File: src/rtl/mem_seq_pkg.sv
// Shared types and helpers for the word/byte memory sequencer.
package mem_seq_pkg;

  typedef enum logic [1:0] {
    IDLE = 2'd0,
    XFER = 2'd1,
    DONE = 2'd2
  } state_e;

  // Number of memory bytes that make up one datapath word.
  function automatic int calc_nbytes(input int data_w, input int byte_w);
    return data_w / byte_w;
  endfunction

  // Word lane touched by transfer step idx; big-endian puts the MSB at the lowest address.
  function automatic int lane_index(input int idx, input int nbytes, input bit big_endian);
    return big_endian ? (nbytes - 1 - idx) : idx;
  endfunction

endpackage

File: src/rtl/mem_word_sequencer_byte_lane_mux.sv
// Byte-lane extract (write path) and byte-lane insert (read path) for one word.
module byte_lane_mux
  import mem_seq_pkg::*;
#(
  parameter int DATA_W = 16,
  parameter int BYTE_W = 8,
  parameter int LANE_W = 1
) (
  input  logic [DATA_W-1:0] ext_word_i,
  input  logic [LANE_W-1:0] lane_i,
  output logic [BYTE_W-1:0] ext_byte_o,
  input  logic [DATA_W-1:0] ins_word_i,
  input  logic [BYTE_W-1:0] ins_byte_i,
  output logic [DATA_W-1:0] ins_word_o
);

  localparam int NBYTES = calc_nbytes(DATA_W, BYTE_W);

  // Select the addressed lane out of the outgoing word.
  always_comb begin
    ext_byte_o = '0;
    for (int k = 0; k < NBYTES; k++) begin
      if (lane_i == LANE_W'(k)) ext_byte_o = ext_word_i[k*BYTE_W +: BYTE_W];
    end
  end

  // Replace the addressed lane of the incoming word, keep the others.
  always_comb begin
    ins_word_o = ins_word_i;
    for (int k = 0; k < NBYTES; k++) begin
      if (lane_i == LANE_W'(k)) ins_word_o[k*BYTE_W +: BYTE_W] = ins_byte_i;
    end
  end

endmodule

File: src/rtl/mem_word_sequencer.sv
// Moves one DATA_W word to/from a BYTE_W-wide memory, one byte per clock.
//
// state | meaning
// IDLE  | waiting for Start
// XFER  | one byte per cycle, idx 0..NBYTES-1, memory selected
// DONE  | single-cycle completion, Done high
module mem_word_sequencer
  import mem_seq_pkg::*;
#(
  parameter int DATA_W     = 16,
  parameter int BYTE_W     = 8,
  parameter int ADDR_W     = 16,
  parameter int BIG_ENDIAN = 0
) (
  input  logic              Clock_i,
  input  logic              Reset_i,
  input  logic              Start_i,
  input  logic              Write_i,
  input  logic              Abort_i,
  input  logic [ADDR_W-1:0] BaseAddr_i,
  input  logic [DATA_W-1:0] WrData_i,
  output logic              Busy_o,
  output logic              Done_o,
  output logic [DATA_W-1:0] RdData_o,
  output logic              Mem_CS_o,
  output logic              Mem_WR_o,
  output logic [ADDR_W-1:0] Mem_Addr_o,
  output logic [BYTE_W-1:0] Mem_DataOut_o,
  input  logic [BYTE_W-1:0] Mem_DataIn_i
);

  localparam int NBYTES = calc_nbytes(DATA_W, BYTE_W);
  localparam int IDX_W  = (NBYTES > 1) ? $clog2(NBYTES) : 1;
  localparam logic [IDX_W-1:0] LAST_IDX = IDX_W'(NBYTES - 1);

  if ((DATA_W % BYTE_W) != 0) begin : g_bad_width
    $error("mem_word_sequencer: DATA_W must be a multiple of BYTE_W");
  end

  state_e              state_q, state_d;
  logic [IDX_W-1:0]    idx_q, idx_d;
  logic                write_q, write_d;
  logic [ADDR_W-1:0]   base_q, base_d;
  logic [DATA_W-1:0]   wdata_q, wdata_d;
  logic [DATA_W-1:0]   shadow_q, shadow_d;
  logic [DATA_W-1:0]   rdata_q, rdata_d;

  logic [IDX_W-1:0]    lane;
  logic [BYTE_W-1:0]   wr_byte;
  logic [DATA_W-1:0]   shadow_ins;

  assign lane = IDX_W'(lane_index(int'(idx_q), NBYTES, BIG_ENDIAN != 0));

  byte_lane_mux #(
    .DATA_W(DATA_W),
    .BYTE_W(BYTE_W),
    .LANE_W(IDX_W)
  ) u_lane_mux (
    .ext_word_i(wdata_q),
    .lane_i    (lane),
    .ext_byte_o(wr_byte),
    .ins_word_i(shadow_q),
    .ins_byte_i(Mem_DataIn_i),
    .ins_word_o(shadow_ins)
  );

  // State and datapath registers; reset clears everything including the last read word.
  always_ff @(posedge Clock_i or posedge Reset_i) begin
    if (Reset_i) begin
      state_q  <= IDLE;
      idx_q    <= '0;
      write_q  <= 1'b0;
      base_q   <= '0;
      wdata_q  <= '0;
      shadow_q <= '0;
      rdata_q  <= '0;
    end else begin
      state_q  <= state_d;
      idx_q    <= idx_d;
      write_q  <= write_d;
      base_q   <= base_d;
      wdata_q  <= wdata_d;
      shadow_q <= shadow_d;
      rdata_q  <= rdata_d;
    end
  end

  // Next-state: accept Start from IDLE/DONE, step bytes, abort wins over completion.
  always_comb begin
    state_d  = state_q;
    idx_d    = idx_q;
    write_d  = write_q;
    base_d   = base_q;
    wdata_d  = wdata_q;
    shadow_d = shadow_q;
    rdata_d  = rdata_q;
    unique case (state_q)
      IDLE, DONE: begin
        if (Start_i) begin
          write_d = Write_i;
          base_d  = BaseAddr_i;
          wdata_d = WrData_i;
          idx_d   = '0;
          state_d = XFER;
        end else begin
          state_d = IDLE;
        end
      end
      XFER: begin
        if (Abort_i) begin
          idx_d   = '0;
          state_d = IDLE;
        end else begin
          if (!write_q) shadow_d = shadow_ins;
          if (idx_q == LAST_IDX) begin
            // The last byte goes straight into RdData along with the earlier lanes.
            if (!write_q) rdata_d = shadow_ins;
            idx_d   = '0;
            state_d = DONE;
          end else begin
            idx_d = idx_q + 1'b1;
          end
        end
      end
      default: begin
        idx_d   = '0;
        state_d = IDLE;
      end
    endcase
  end

  // Memory-side outputs decoded from registered state only.
  always_comb begin
    Busy_o        = (state_q == XFER);
    Done_o        = (state_q == DONE);
    Mem_CS_o      = !(state_q == XFER);
    Mem_WR_o      = write_q && (state_q == XFER);
    Mem_Addr_o    = (state_q == XFER) ? (base_q + ADDR_W'(idx_q)) : base_q;
    Mem_DataOut_o = (state_q == XFER) ? wr_byte : '0;
    RdData_o      = rdata_q;
  end

endmodule
File: config.mk
export PLATFORM = sky130hd
export DESIGN_NAME = mem_word_sequencer
export DESIGN_NICKNAME = d
export VERILOG_FILES = /design/src/rtl/mem_seq_pkg.sv /design/src/rtl/mem_word_sequencer_byte_lane_mux.sv /design/src/rtl/mem_word_sequencer.sv
export SDC_FILE = /design/constraint.sdc
export NUM_CORES = 1
export LEC_CHECK = 0
export CAP_MARGIN = 20
export CORE_ASPECT_RATIO = 0.75
export CORE_UTILIZATION = 40
export CTS_CLUSTER_SIZE = 16
export DETAILED_ROUTE_END_ITERATION = 7
export GPL_TIMING_DRIVEN = 0
export PLACE_DENSITY = 0.71
export SLEW_MARGIN = 25
export SYNTH_ARGS = -nofsm -noshare
export SYNTH_HDL_FRONTEND = slang
export SYNTH_SLANG_ARGS = --single-unit
File: constraint.sdc
create_clock -name Clock_i -period 1.7 [get_ports Clock_i]
set_input_delay 0.255 -clock Clock_i [delete_from_list [all_inputs] [get_ports Clock_i]]
set_output_delay 0.255 -clock Clock_i [all_outputs]
set_load 0.1 [all_outputs]
**Run 1: sequential cells grouped by signal name**

Bar = 20 um.
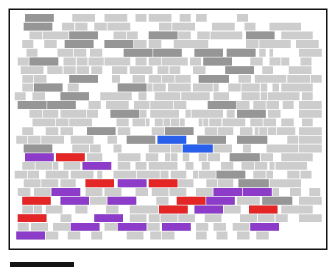
| name in the netlist | colour | sequential cells |
|---|---|---|
| state_q | blue | 2 |
| shadow_q | red | 8 |
| RdData_o | purple | 16 |
storage element area: 1510 um2
flop share of the area: 29.4%
final core occ: 75.4%
Flop+latch power: 2540 uW

**Run 1: cell sizes after repair**

Bar = 20 um.
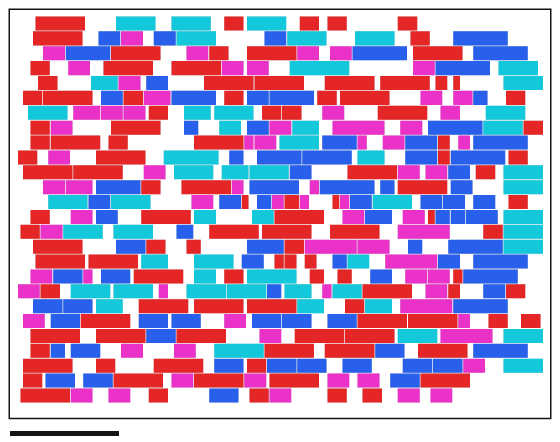
| size | colour | cells |
|---|---|---|
| x2 | magenta | 73 |
| x3 and x4 | blue | 83 |
| x1 and smaller | red | 114 |
| x6 and larger | cyan | 53 |
Final Cell Area: 5130 um2
nonclk buf count: 114
area added between synthesis and finish: 82.6%
final worst slack: -556 ps

**Run 1: cells coloured by class**

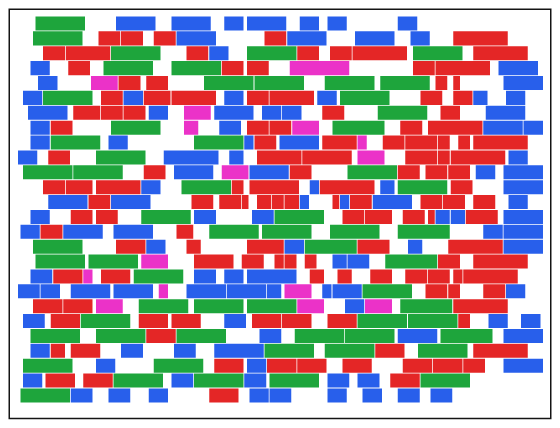
| class | colour | cells | share of their area |
|---|---|---|---|
| remaining logic cells | red | 134 | 36% |
| remaining buffers and delay cells | blue | 114 | 30% |
| registers | green | 60 | 30% |
| clock drivers and dummy loads | magenta | 15 | 3.8% |
core footprint: 6800 um2
cell row count: 26

==> flow_metrics.tcl, run 1 <==
# place-and-route summary
set metrics [dict create \
    aoi_share_pct 0.178 \
    antenna_found_initial 0 \
    rr_startpoint "state_q[1]$_DFFE_PP0P_" \
    worst_pin_slew_ps 556 \
    setup_violations 50 \
    layout-drive-gt1-share_pct 64.7 \
    rsz0062_at_grt "yes" \
    top_layer "met4" \
    use_met3_pct 5.92 \
    setup_ws_ps -556 \
    cp-start-kind "register" \
    status "complete, but fails checks" \
    r2r_end "shadow_q[3]$_DFFE_PP0P_" \
    fin_cells 407 \
    topCellsByArea "dfrtp_1, mux2_2, mux2_4" \
    violations "negative setup slack" \
    syn-num-nets 250 \
    viasPerCell 4.93 \
    edf_count 0 \
    cp.required_ps 1440 \
    io_pins 89 \
    top_cells_by_count "dfrtp_1, mux2_2, mux2_4, nand2_1, nor2_1" \
    yosys.area_share.adder_pct 0.891 \
    cts_root_buf "clkbuf_8" \
    slew-limit-headroom_pct 63.1 \
    arrival_ps 2000 \
    grt-ovfl-total 0 \
]
==> run 1: cell type report <==
class	instances	area share (%)
multi-input combinational	132	35.3
clock inverter	5	1.03
tap	84	2.05
clock buffer	10	2.68
buffer	9	2.27
inverter	2	0.293
sequential	60	29.4
timing repair buffer	105	26.9
==> run 1: power by group <==
group | switching (uW) | leakage, uW | internal [uW] | total [uW]
sequential | 567 | 0.000715 | 1980 | 2540
clock | 544 | 0.0000979 | 700 | 1240
combinational | 3990 | 0.00136 | 2440 | 6430
==> run 1: layout by cell type (no fill, tap or decap), types with 6 or more instances in the layout <==
master            n
buf_12           32
clkdlybuf4s50_1  44
buf_4             8
mux2_2           33
clkbuf_8         10
xnor2_4           8
dfrtp_2           6
dfrtp_1          54
clkdlybuf4s15_2  16
mux2_4           24
nor2_4           11
nand2_4           6
--- run 2 (diff from run 1) ---
--- a/config.mk
+++ b/config.mk
@@ -12,7 +12,7 @@
 export DETAILED_ROUTE_END_ITERATION = 7
 export GPL_TIMING_DRIVEN = 0
 export PLACE_DENSITY = 0.71
-export SLEW_MARGIN = 25
+export SLEW_MARGIN = 30
 export SYNTH_ARGS = -nofsm -noshare
 export SYNTH_HDL_FRONTEND = slang
 export SYNTH_SLANG_ARGS = --single-unit
**Run 2: cells coloured by class**

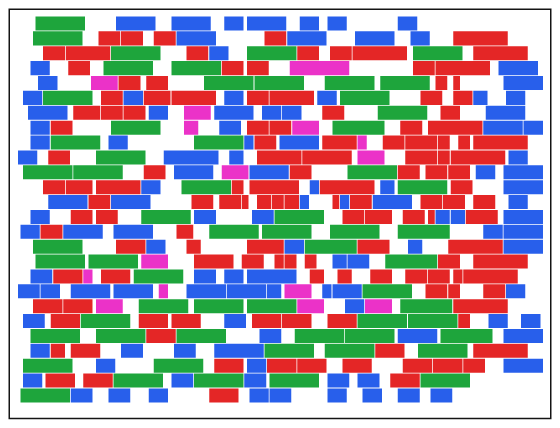

**Run 2: the clock network**

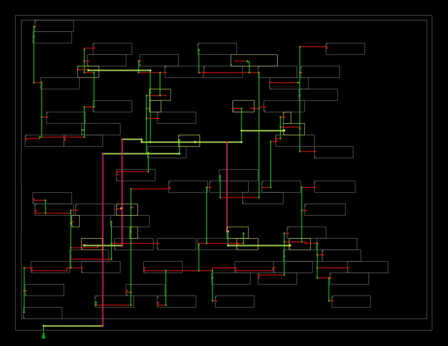
clock group total power: 1240 uW
Late-Pin Clk Latency: 330 ps
Flops: 60
cts bufs inserted: 9

**Run 2: cell sizes after repair**

Bar = 20 um.
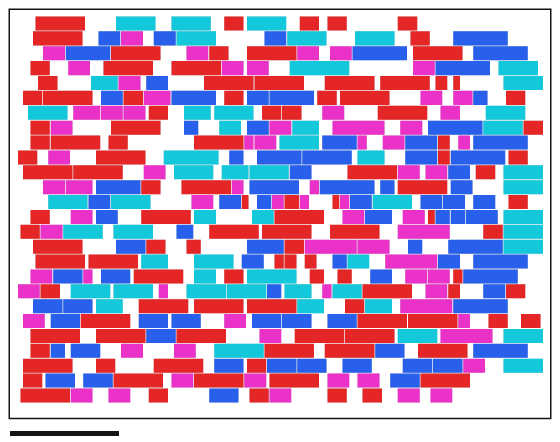

==> run 2 against run 1 <==
The run still ends with negative setup slack left. Clock skew unchanged. Critical path type unchanged. Global-route usage is the same. Critical endpoint unchanged. Synthesized cell count stayed put. Synthesized area unchanged. Largest power group unchanged.
==> flow_metrics.tcl, run 2 <==
# place-and-route summary
set metrics [dict create \
    setup_ws_ps -556 \
    comb_power_share_pct 62.9 \
    comb_area_share_pct 35.3 \
    rr_startpoint "state_q[1]$_DFFE_PP0P_" \
    slew-limit-headroom_pct 63.1 \
    cts_root_buf "clkbuf_8" \
    violations "negative setup slack" \
    nClkBuffers 10 \
    final_area_um2 5130 \
    lay_top_cells "dfrtp_1, clkdlybuf4s50_1, mux2_2, buf_12, mux2_4" \
    num-nonclk-buffers 114 \
    layout-drive-gt1-share_pct 64.7 \
    flop_area_um2 1510 \
    num_tap_cells 84 \
    clkCellAreaFrac_pct 3.71 \
    setup_violations 50 \
    nNonClkInverters 2 \
    antenna_found_initial 0 \
    sh_seq_area_pct 29.4 \
    top_cells_by_count "dfrtp_1, mux2_2, mux2_4, nand2_1, nor2_1" \
    areaGrowthSynthToFinish_pct 82.6 \
    io_pins 89 \
    clkPwrFrac_pct 12.2 \
    comb-power_uw 6430 \
    final_core_util_pct 75.4 \
    p_int_uw 5120 \
    cp.required_ps 1440 \
    r2r_end "shadow_q[3]$_DFFE_PP0P_" \
    rsz0062_at_grt "yes" \
    power_switching_uw 5100 \
    viasPerCell 4.93 \
    edf_count 0 \
    grt-ovfl-total 0 \
    p_seq_uw 2540 \
    top_power_group "combinational cells" \
    sw_frac_of_total_pct 49.9 \
    lay_top_count "dfrtp_1" \
    worst_pin_slew_ps 556 \
    syn-num-nets 250 \
    status "complete, but fails checks" \
    bufAreaShareNonClock_pct 29.2 \
    fin_cells 407 \
    cp-start-kind "register" \
    arrival_ps 2000 \
]
[run 2: kinds of logic after synthesis]
family	after synthesis	synth area share, %
AND-OR/OR-AND	1	0.178
adder cells (fa/ha/maj)	2	0.891
AND/OR/NAND/NOR	50	10.2
XOR/XNOR	14	4.37
flip-flops	60	53.5
multiplexers	65	27.7
buffers and inverters	11	3.21
[run 2: metal layers]
| metal | GRT usage [%] | vias up |
|---|---|---|
| li1 | - | 928 |
| met4 | 8.96 | 0 |
| met1 | 24.3 | 1012 |
| met5 | 0 | - |
| met3 | 5.92 | 7 |
| met2 | 32.6 | 60 |
[run 2: worst max-delay path, delay by kind of cell (launching register included)]
family	cells	cell delay [ps]
xor gates and xnor gates	1	250
buffers and inverters	2	330
DFF	1	390
and+or+nand+nor	3	690
Power and IR drop assume default switching activity.
